===== src/rtl/audio_viz_pkg.sv =====
// Shared types and constants for the audio visualization read path.
package audio_viz_pkg;
  localparam int DATA_WIDTH_DEF  = 32;
  localparam int ADDR_LENGTH_DEF = 14;
  localparam int RD_FIFO_DEPTH   = 4;

  typedef enum logic [1:0] {IDLE, FETCH, DRAIN} rd_state_e;
endpackage


===== src/rtl/sample_reader_if.sv =====
// Valid/ready sample stream from the reader to the visualization pipeline.
interface sample_reader_if
  import audio_viz_pkg::*;
#(
  parameter int DATA_WIDTH = DATA_WIDTH_DEF
) ();
  logic [DATA_WIDTH-1:0] m_data;
  logic                  m_valid;
  logic                  m_ready;
  logic                  m_last;

  modport master (output m_data, m_valid, m_last, input m_ready);
  modport slave  (input m_data, m_valid, m_last, output m_ready);
endinterface


===== src/rtl/sample_fifo.sv =====
// Small synchronous FIFO; entry 0 is the registered head, later entries shift down on pop.
module sample_fifo
  import audio_viz_pkg::*;
#(
  parameter int  W     = DATA_WIDTH_DEF,
  parameter int  DEPTH = RD_FIFO_DEPTH,
  localparam int CW    = $clog2(DEPTH + 1),
  localparam int PW    = $clog2(DEPTH)
) (
  input  logic          clk,
  input  logic          reset,
  input  logic          push,
  input  logic [W-1:0]  din,
  input  logic          pop,
  output logic [W-1:0]  head,
  output logic          valid,
  output logic [CW-1:0] count
);
  logic [W-1:0]  q [DEPTH];
  logic          pop_ok;
  logic [PW-1:0] wr_idx;

  assign valid  = (count != '0);
  assign pop_ok = pop && valid;
  assign head   = q[0];
  // Write slot accounts for a simultaneous pop shifting everything down.
  assign wr_idx = PW'(count - CW'(pop_ok));

  always_ff @(posedge clk) begin
    if (reset) begin
      count <= '0;
      for (int i = 0; i < DEPTH; i++) q[i] <= '0;
    end else begin
      if (pop_ok)
        for (int i = 0; i < DEPTH - 1; i++) q[i] <= q[i+1];
      if (push) q[wr_idx] <= din;
      count <= count + CW'(push) - CW'(pop_ok);
    end
  end
endmodule


===== src/rtl/sample_reader.sv =====
// Reads the latest BLOCK_LEN samples (oldest first) from the sample memory onto a stream.
// Optional SAMPLE_READER_STRIDE_EN adds a decimating stride input.
module sample_reader
  import audio_viz_pkg::*;
#(
  parameter int DATA_WIDTH  = DATA_WIDTH_DEF,
  parameter int ADDR_LENGTH = ADDR_LENGTH_DEF,
  parameter int BLOCK_LEN   = 1024
) (
  input  logic                   clk,
  input  logic                   reset,
  input  logic                   start,
  input  logic [ADDR_LENGTH-1:0] wr_ptr,
`ifdef SAMPLE_READER_STRIDE_EN
  input  logic [3:0]             stride,
`endif
  output logic [ADDR_LENGTH-1:0] rdaddr,
  input  logic [DATA_WIDTH-1:0]  rddata,
  sample_reader_if.master        m,
  output logic                   busy,
  output logic                   done
);
  localparam int             CW  = $clog2(BLOCK_LEN + 1);
  localparam logic [CW-1:0]  BLK = CW'(BLOCK_LEN);
  localparam int             FCW = $clog2(RD_FIFO_DEPTH + 1);

  rd_state_e              state, state_nxt;
  logic [CW-1:0]          issued, sent;
  logic [ADDR_LENGTH-1:0] nxt_addr, step, start_step, start_base;
  logic [1:0]             vld_pipe;
  logic [FCW-1:0]         fifo_count;
  logic [FCW:0]           occ;
  logic                   credit, issue, xfer;

`ifdef SAMPLE_READER_STRIDE_EN
  assign start_step = (stride == 4'd0) ? ADDR_LENGTH'(1) : ADDR_LENGTH'(stride);
`else
  assign start_step = ADDR_LENGTH'(1);
`endif
  assign start_base = wr_ptr - ADDR_LENGTH'(BLOCK_LEN * int'(start_step));

  // Reads in flight count against FIFO space so the output stage never overflows.
  assign occ    = (FCW+1)'(fifo_count) + (FCW+1)'(vld_pipe[0]) + (FCW+1)'(vld_pipe[1]);
  assign credit = occ < (FCW+1)'(RD_FIFO_DEPTH);
  assign xfer   = m.m_valid && m.m_ready;
  assign busy   = (state != IDLE);
  assign m.m_last = m.m_valid && (sent == BLK - CW'(1));

  always_ff @(posedge clk) begin
    if (reset) state <= IDLE;
    else       state <= state_nxt;
  end

  always_comb begin
    state_nxt = state;
    issue     = 1'b0;
    done      = 1'b0;
    case (state)
      // The first read goes out with the start so rdaddr=base the next cycle.
      IDLE:  if (start) begin state_nxt = FETCH; issue = 1'b1; end
      FETCH: if (issued == BLK) state_nxt = DRAIN;
             else if (credit)   issue = 1'b1;
      DRAIN: if (sent == BLK) begin state_nxt = IDLE; done = 1'b1; end
      default: state_nxt = IDLE;
    endcase
  end

  always_ff @(posedge clk) begin
    if (reset) begin
      rdaddr   <= '0;
      nxt_addr <= '0;
      step     <= ADDR_LENGTH'(1);
      issued   <= '0;
      sent     <= '0;
      vld_pipe <= '0;
    end else begin
      vld_pipe <= {vld_pipe[0], issue};
      if (xfer) sent <= sent + CW'(1);
      if (issue) begin
        if (state == IDLE) begin
          rdaddr   <= start_base;
          nxt_addr <= start_base + start_step;
          step     <= start_step;
          issued   <= CW'(1);
          sent     <= '0;
        end else begin
          rdaddr   <= nxt_addr;
          nxt_addr <= nxt_addr + step;
          issued   <= issued + CW'(1);
        end
      end
    end
  end

  sample_fifo #(.W(DATA_WIDTH), .DEPTH(RD_FIFO_DEPTH)) u_fifo (
    .clk   (clk),
    .reset (reset),
    .push  (vld_pipe[1]),
    .din   (rddata),
    .pop   (m.m_ready),
    .head  (m.m_data),
    .valid (m.m_valid),
    .count (fifo_count)
  );
endmodule


===== src/flat_wrapper.sv =====
// flat-port wrapper written by rule: the top's interface ports become plain ports
module sample_reader_flat import audio_viz_pkg::*;
#(
  parameter int DATA_WIDTH  = DATA_WIDTH_DEF,
  parameter int ADDR_LENGTH = ADDR_LENGTH_DEF,
  parameter int BLOCK_LEN   = 1024
)
  (clk, reset, start, wr_ptr, rdaddr, rddata, busy, done, m_m_data, m_m_valid, m_m_last, m_m_ready);
  sample_reader_if #(.DATA_WIDTH(DATA_WIDTH)) m_i ();
  input  logic clk;
  input  logic reset;
  input  logic start;
  input  logic [ADDR_LENGTH-1:0] wr_ptr;
  output logic [ADDR_LENGTH-1:0] rdaddr;
  input  logic [DATA_WIDTH-1:0] rddata;
  output logic busy;
  output logic done;
  output wire logic [$bits(m_i.m_data)-1:0] m_m_data;
  output wire logic [$bits(m_i.m_valid)-1:0] m_m_valid;
  output wire logic [$bits(m_i.m_last)-1:0] m_m_last;
  input wire logic [$bits(m_i.m_ready)-1:0] m_m_ready;
  assign m_m_data = m_i.m_data;
  assign m_m_valid = m_i.m_valid;
  assign m_m_last = m_i.m_last;
  assign m_i.m_ready = m_m_ready;
  sample_reader #(.DATA_WIDTH(DATA_WIDTH), .ADDR_LENGTH(ADDR_LENGTH), .BLOCK_LEN(BLOCK_LEN)) u_core (.clk(clk), .reset(reset), .start(start), .wr_ptr(wr_ptr), .rdaddr(rdaddr), .rddata(rddata), .m(m_i), .busy(busy), .done(done));
endmodule

===== config.mk =====
export PLATFORM = sky130hd
export DESIGN_NAME = sample_reader_flat
export DESIGN_NICKNAME = d
export VERILOG_FILES = /design/src/rtl/audio_viz_pkg.sv /design/src/rtl/sample_reader_if.sv /design/src/rtl/sample_fifo.sv /design/src/rtl/sample_reader.sv /design/src/flat_wrapper.sv
export SDC_FILE = /design/constraint.sdc
export NUM_CORES = 1
export LEC_CHECK = 0
export CORE_ASPECT_RATIO = 0.9
export CORE_MARGIN = 5
export CORE_UTILIZATION = 35
export CTS_CLUSTER_SIZE = 8
export DETAILED_ROUTE_END_ITERATION = 6
export GPL_TIMING_DRIVEN = 0
export SETUP_SLACK_MARGIN = 0.5
export SYNTH_ARGS = -nofsm -noshare
export SYNTH_HDL_FRONTEND = slang
export SYNTH_SLANG_ARGS = --single-unit

===== constraint.sdc =====
create_clock -name clk -period 12.4 [get_ports clk]
set_input_delay 2.48 -clock clk [delete_from_list [all_inputs] [get_ports clk]]
set_output_delay 2.48 -clock clk [all_outputs]
set_load 0.1 [all_outputs]

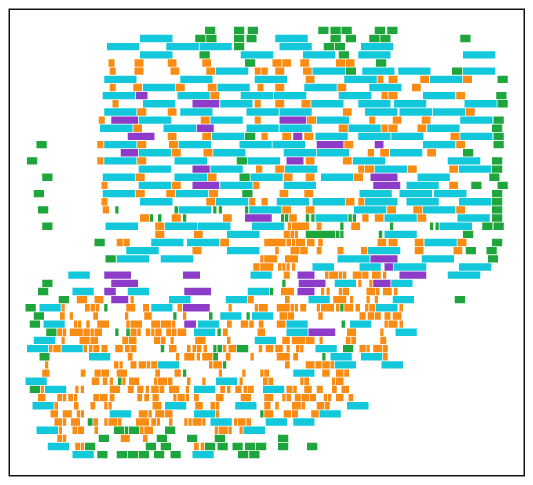
Run 1: placement by cell class
(3 px per µm)
[green] remaining buffers and delay cells | cells: 144
[cyan] sequential cells | cells: 185
[purple] clock drivers and dummy loads | cells: 32
[orange] remaining logic cells | cells: 465

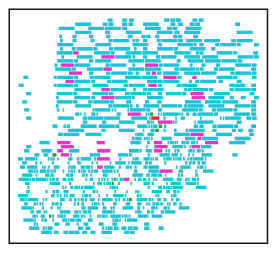
Run 1: cells by drive strength
(1.5 px per µm)
[red] x3 and x4 | cells: 1
[cyan] x1 and smaller | cells: 783
[magenta] x6 and larger | cells: 34
[green] x2 | cells: 8

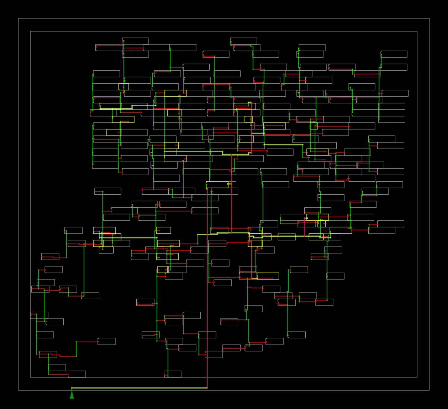
Run 1: clock wiring as the flow saved it
cts bufs inserted: 17
sink count of the clock tree: 185
flip-flop and latch count: 185
Skew-Pair Late Insertion Delay: 440 ps
clock buffer count in the final layout: 17

==> run notes, run 1 <==
Here are the numbers from the latest Yosys + OpenROAD run.

The final hold violation count came out at 0. The final design instance area without fill came out at 10200 µm². The final estimated routing congestion in global placement is 0.870.

Of the total synthesized cell area, the portion taken by AND-OR and OR-AND cells is 18.4%. The most frequently used flop master after synthesis is edfxtp_1. The proportion of cell area occupied by multi-input gates is 28.9%. The multi-input combinational cell count came out at 445. The transition time of the tightest slew-check pin is 1030 ps.

The critical path depth in cells is 6. Summed over all failing endpoints, the final setup total negative slack is 0 ps. Summing the areas of all fa, ha and maj instances in the mapped netlist gives 1.93% of the synthesized area. The number of fill cells came out at 2169. After synthesis, the chip area reported by Yosys is 8180 µm². Tracing the worst setup path back leads to its startpoint at u_core.state[0]$_SDFFE_PP0P_. The starting density of the core came out at 35.2%. The most numerous cell type found on the critical path is clkbuf_1. The fraction of final layout cells with drive strength greater than 1 came out at 5.21%. The number of setup violations in the final report is 0.

Across all layers, the routed design uses 5950 vias. In the routed layout, each cell is associated on average with a via count of 5.27. The die area came out at 26500 µm².

The overall routed net length came out at 19700 µm. The flip-flop and latch count after synthesis came out at 185. Compared with the post-synthesis result, the final layout area differs by 25.0%. The net switching power figure came out at 0.795 mW. The capture endpoint of the worst hold path is u_core.rdaddr[11]$_SDFFE_PP0P_. The flow ran to the end, and the final reports show no timing, DRC or antenna violations.

In the final design database the tool counted 875 nets. No sink is reached through more buffers than the 2 on the longest clock path. The internal power summed over all cells came out at 1.23 mW. The via count of the first global-routing pass came out at 5902.

The gate-level netlist out of Yosys references 59 unique cell types. The final max-slew violation count came out at 0. The area of the multi-input gates is 2960 µm². The total number of yosys warnings came out at 0. TritonCTS built the clock tree. The critical path ends at busy. The commonest cells after synthesis are edfxtp_1, a22o_1, nand2_1. The depth of the worst register-to-register path came out at 8.
run 1: sequential cells by signal, indices dropped and copies added, names as in the netlist:
register,cells
u_core.u_fifo.q,128
u_core.nxt_addr,14
u_core.rdaddr,14
u_core.issued,11
u_core.sent,11
u_core.u_fifo.count,3
u_core.state,2
u_core.vld_pipe,2
run 1: power groups by stage:
stage | clock [mW] | sequential, mW | combinational, mW
final | 0.568 | 0.843 | 0.616
after global routing | 0.606 | 0.856 | 0.650
after floorplan | 0 | 1.13 | 0.172
after CTS | 0.581 | 0.846 | 0.619
after global placement | 0 | 0.856 | 0.609
after detailed placement | 0 | 0.860 | 0.617
run 1: stage by stage:
stage | util (%) | hold slack (ps) | std cells
after floorplan | - | 433 | 694
after global placement | 41.1 | 442 | 1095
after detailed placement | 41.3 | 445 | 1096
after CTS | 44.0 | 456 | 1128
after global routing | 44.0 | 477 | 1128
final | 44.0 | 454 | 1128
run 1: placed cells by master (no fill, tap or decap), types with 3 or more instances in the layout:
master and n:
nand2_1 61, xnor2_1 6, edfxtp_1 128, or3_1 5, o31ai_1 5, clkdlybuf4s50_1 99
inv_12 4, ha_1 11, o22ai_1 4, inv_1 19, a22oi_1 4, and2_1 32
or3_2 3, nor3_1 7, xor2_1 11, o211ai_1 8, and3_1 5, nand3_1 16
inv_8 3, a21oi_1 24, nand4_1 10, clkbuf_1 39, mux2i_1 5, o21ai_0 17
dfxtp_1 57, a311oi_1 6, clkbuf_16 17, nor2b_1 4, a31oi_1 6, inv_6 3
or4_1 5, a211oi_1 9, clkinv_8 5, buf_2 3, a22o_1 96, nor4_1 4
nor2_1 47, nand3b_1 3
run 1: routing by layer:
layer	GRT usage [%]	wire (µm)
met2	24.0	9180
met4	3.92	250
met5	0	0
met1	20.9	9220
met3	3.61	1100
Run 1, signal wires on met3:
(2 px per µm) Cells faint in the background.
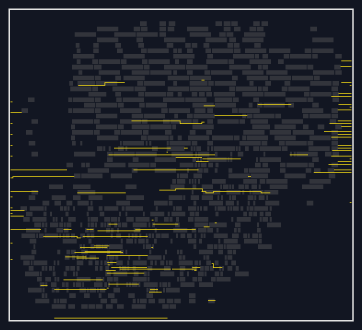

==> run 1 -> run 2 <==
==> constraint.sdc (replaced) <==
create_clock -name clk -period 6 [get_ports clk]
set_input_delay 1.2 -clock clk [delete_from_list [all_inputs] [get_ports clk]]
set_output_delay 1.2 -clock clk [all_outputs]
set_load 0.1 [all_outputs]
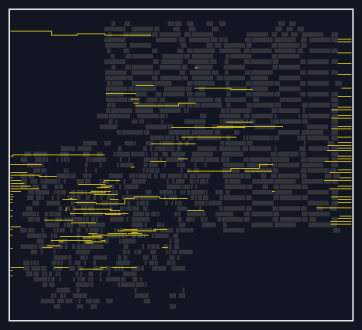
Run 2: signal wires on met3
(2 px per µm) Cells faint in the background.
nets with wire on the layer: 101
share of all routed wire: 7.1%
main direction: horizontal

==> run notes, run 2 <==
Here are the numbers from the latest Yosys + OpenROAD run.

The final max-slew violation count is 0 (unchanged). The number of library cell types mapped by synthesis came out at 59 (unchanged). The sink count of the clock tree was 185 (unchanged). The number of fill cells is 2158 (was 2169). The number of nets in the layout came out at 875 (unchanged). The TritonCTS clock tree is yes (unchanged). The adder and majority cell fraction of the synthesized area is 1.93% (unchanged).

The die area came out at 26500 µm² (unchanged). The area reported by Yosys stat came out at 8180 µm² (unchanged). Run status: complete, no violations (unchanged). The capture endpoint of the worst hold path was u_core.rdaddr[12]$_SDFFE_PP0P_ (was u_core.rdaddr[11]$_SDFFE_PP0P_). The number of setup violations in the final report came out at 0 (unchanged).

The total number of yosys warnings is 0 (unchanged). The final hold violation count came to 0 (unchanged). The overall via count from detail_route came out at 5776 (was 5950). The cell repeated most along the worst path was clkbuf_1 (unchanged). The via count of the first global-routing pass is 5511 (was 5902). Top library cells by usage in the layout, fill and taps aside: edfxtp_1, clkdlybuf4s50_1, a22o_1 (unchanged).

The flip-flop count of the largest register after layout is 128 (unchanged). The depth of the worst register-to-register path is 8 (unchanged).
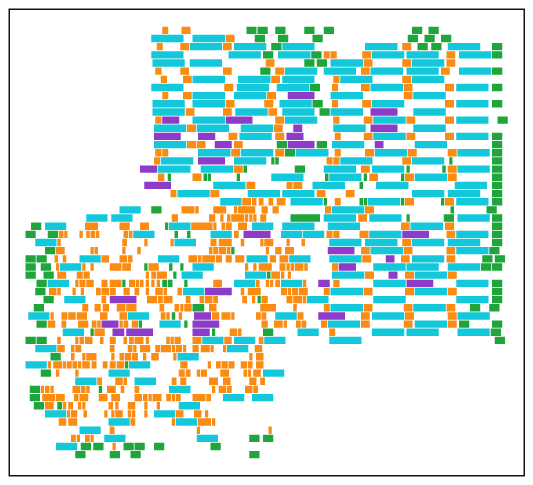
Run 2: placement by cell class
(3 px per µm)
[orange] remaining logic cells | cells: 465
[green] remaining buffers and delay cells | cells: 144
[cyan] sequential cells | cells: 185
[purple] clock drivers and dummy loads | cells: 32

[run 2: cell count changes in the layout (fill, tap and decap cells not counted), sizes merged]
cell,previous run,this run
clkinv,6,8
inv,29,27
[run 2: metrics by stage]
step / util [%] / TNS [ps] / setup slack, ps / instances / power (mW)
2_1_floorplan: - / 0 / 783 / 694 / 2.70
3_3_place_gp: 41.2 / -21110 / -661 / 1095 / 3.01
3_5_place_dp: 41.3 / 0 / 995 / 1096 / 3.03
4_1_cts: 44.0 / 0 / 1340 / 1128 / 4.18
5_1_grt: 44.0 / 0 / 1140 / 1128 / 4.32
6_report: 44.0 / 0 / 1310 / 1128 / 4.15
[run 2: per-layer routing]
metal  routed length, µm  global-route usage [%]
met1                7960                    17.7
met2                8400                    22.3
met3                1260                    3.53
met4                 188                    3.70
met5                   0                       0
[run 2: logic make-up after synthesis]
| logic type | count (synthesis) |
|---|---|
| AND-OR/OR-AND | 196 |
| XOR/XNOR | 17 |
| adder cells (fa/ha/maj) | 12 |
| buffers and inverters | 64 |
| flip-flops | 185 |
| multiplexers | 5 |
| AND/OR/NAND/NOR | 215 |
[run 2: layout make-up]
type                            instances  area [µm²]  area share, %
Clock inverter                         15         204           2.00
Clock buffer                           17         425           4.16
Sequential cell                       185        4980           48.8
Buffer                                 44         176           1.73
Tap cell                              302         378           3.70
Timing Repair Buffer                  100        1020           9.96
Multi-Input combinational cell        445        2960           29.0
Inverter                               20        75.1          0.734
[run 2: worst reg2reg max path, cell delays in order (launching register included)]
cell and delay (ps):
dfxtp_1 480, or3_1 240, nand2_1 200, inv_1 110, clkbuf_1 400, ha_1 340
or3_1 390, nor2_1 480, or3_1 1050
[run 2: power breakdown]
group / internal, mW / switching [mW]
logic: 0.309 / 0.943
clock network: 0.578 / 0.580
registers: 1.65 / 0.0819
total: 2.54 / 1.60
Run 2, routed metal per tile:
(2 px per µm) 34 x 31 tiles, from dark purple (low) to yellow (high), scaled to the fullest tile. Values are wire area over tile area, all layers added.
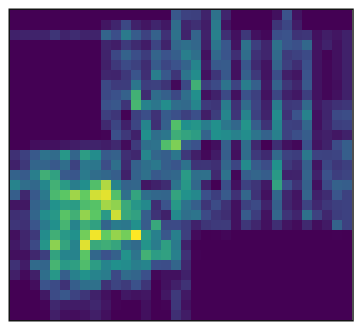

==> run 2 -> run 3 <==
==> constraint.sdc (replaced) <==
create_clock -name clk -period 4.21 [get_ports clk]
set_input_delay 0.842 -clock clk [delete_from_list [all_inputs] [get_ports clk]]
set_output_delay 0.842 -clock clk [all_outputs]
set_load 0.1 [all_outputs]
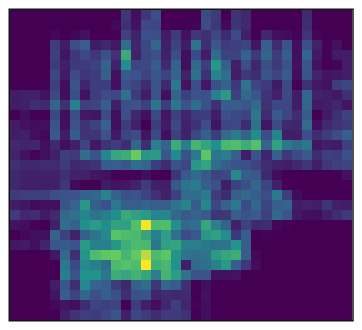
Run 3: routed metal per tile
(2 px per µm) 34 x 31 tiles, from dark purple (low) to yellow (high), scaled to the fullest tile. Values are wire area over tile area, all layers added.
tiles over half the peak: 7.1%
fullest tile: 0.64
emptiest ninth of the die: south-east

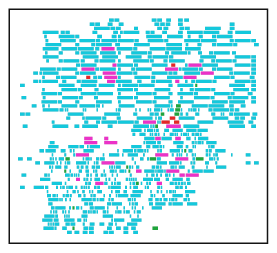
Run 3: cells by drive strength
(1.5 px per µm)
[cyan] x1 and smaller | cells: 773
[magenta] x6 and larger | cells: 30
[red] x3 and x4 | cells: 5
[green] x2 | cells: 17

==> run notes, run 3 <==
Here are the numbers from the latest Yosys + OpenROAD run.

Run status: complete, no violations (unchanged). The sequential cell area in the final layout came out at 4980 µm² (unchanged). The insertion delay of the later-clocked pin in the worst-skew pair is 430 ps (was 450 ps). The power consumption is 5.85 mW (was 4.15 mW).

The final estimated routing congestion in global placement came out at 0.894 (was 0.840). The final hold violation count came out at 0 (unchanged). The non-clock buffer total of the final layout is 144 (unchanged). The most frequently placed logic cell in the final layout is edfxtp_1 (unchanged). The register with the most flip-flops is u_core.u_fifo.q (unchanged). The final design instance area without fill was 10200 µm² (about the same). The number of vias per cell is 5.30 (was 5.12).

The power consumed by combinational cells came out at 1.82 mW (was 1.25 mW). The number of library cell types mapped by synthesis is 59 (unchanged). The via count of the first global-routing pass is 5742 (was 5511).

The power dissipated in sequential cells came out at 2.48 mW (was 1.74 mW). The final-layout clock buffer total came out at 17 (unchanged). The worst slack at placement came out at -228 ps (was 995 ps). The net switching power figure is 2.26 mW (was 1.60 mW). The area growth from synthesis to layout is 24.7% (was 25.0%).

The proportion of cell area occupied by multi-input gates is 29.3% (was 29.0%). The die area was 26500 µm² (unchanged). The relative contribution of the clock network to total power is 26.5% (was 27.9%). The sequential cell fraction of total power was 42.5% (was 41.9%). The number of buffers between clock root and the deepest sink was 2 (unchanged).

The total negative slack is 0 ps (unchanged). The most frequently used flop master after synthesis was edfxtp_1 (unchanged). Most instantiated cells after synthesis: edfxtp_1, a22o_1, nand2_1 (unchanged). The TritonCTS clock tree is yes (unchanged). The final max-slew violation count came out at 0 (unchanged). The logic gate share of total power came out at 31.1% (was 30.2%).

The number of setup violations in the final report is 0 (unchanged). The fraction of cell area in non-clock buffers was 11.7% (about the same). The overall via count from detail_route came out at 5976 (was 5776). The smallest setup slack after layout was 681 ps (was 1310 ps). The overall routed net length is 19200 µm (was 17800 µm). The switching share of power was 38.6% (was 38.7%). The non-clock inverter instance count of the final layout came out at 20 (unchanged). The transition time of the tightest slew-check pin is 1060 ps (was 1300 ps). The total number of yosys warnings came to 0 (unchanged).

The internal power summed over all cells came out at 3.60 mW (was 2.54 mW). The cell repeated most along the worst path is clkbuf_1 (unchanged). Leading registers by flop count: u_core.u_fifo.q: 128 flops, u_core.nxt_addr: 14 flops, u_core.rdaddr: 14 flops (unchanged). The dominant kind of cell is sequential cells (unchanged). The portion of the layout cell area used by clock cells came out at 5.65% (was 6.16%).
-- run 3: netlist changes by cell type in the layout (fill, tap and decap cells not counted), moves of 3 or more --
cell	change
nor3_1	-3
clkbuf_2	+3
inv_12	-3
clkinv_8	-3
or3_1	-3
nor3_2	+3
-- run 3: worst paths after layout --
check / slack [ps] / end / cells past startpoint / startpoint
worst max register to register: 740 / u_core.u_fifo.q[2][1]$_DFFE_PP_ / 8 / u_core.u_fifo.count[1]$_SDFF_PP0_
worst min register to register: 460 / u_core.rdaddr[12]$_SDFFE_PP0P_ / 2 / u_core.rdaddr[12]$_SDFFE_PP0P_
worst min-delay path: 460 / u_core.rdaddr[12]$_SDFFE_PP0P_ / 2 / u_core.rdaddr[12]$_SDFFE_PP0P_
worst max-delay path: 680 / done / 4 / u_core.state[1]$_SDFFE_PP0P_
-- run 3: layer usage --
| layer | vias to the layer above | global-route usage [%] | part of all wire, % |
|---|---|---|---|
| met5 | - | 0 | 0 |
| met4 | 0 | 3.85 | 0.92 |
| met3 | 13 | 3.79 | 7.4 |
| met2 | 186 | 22.6 | 46 |
| met1 | 2880 | 20.2 | 46 |
| li1 | 2897 | - | - |
-- run 3: metrics by stage --
stage / hold slack [ps] / cells / util [%]
2_1_floorplan: 433 / 694 / -
3_3_place_gp: 443 / 1095 / 41.2
3_5_place_dp: 447 / 1096 / 41.4
4_1_cts: 458 / 1127 / 43.9
5_1_grt: 484 / 1127 / 44.0
6_report: 456 / 1127 / 44.0
-- run 3: cells by family (layout without fill, tap and decap cells) --
family	Yosys count	in the layout	synth area share, %
flops	185	185	60.9
compound gates	196	196	18.4
simple gates	215	215	13.2
buf+inv	64	195	3.07
fa+ha+maj	12	12	1.93
xor+xnor	17	17	1.82
mux	5	5	0.612
Power figures rest on the tool's default switching activity, not on a simulated workload.
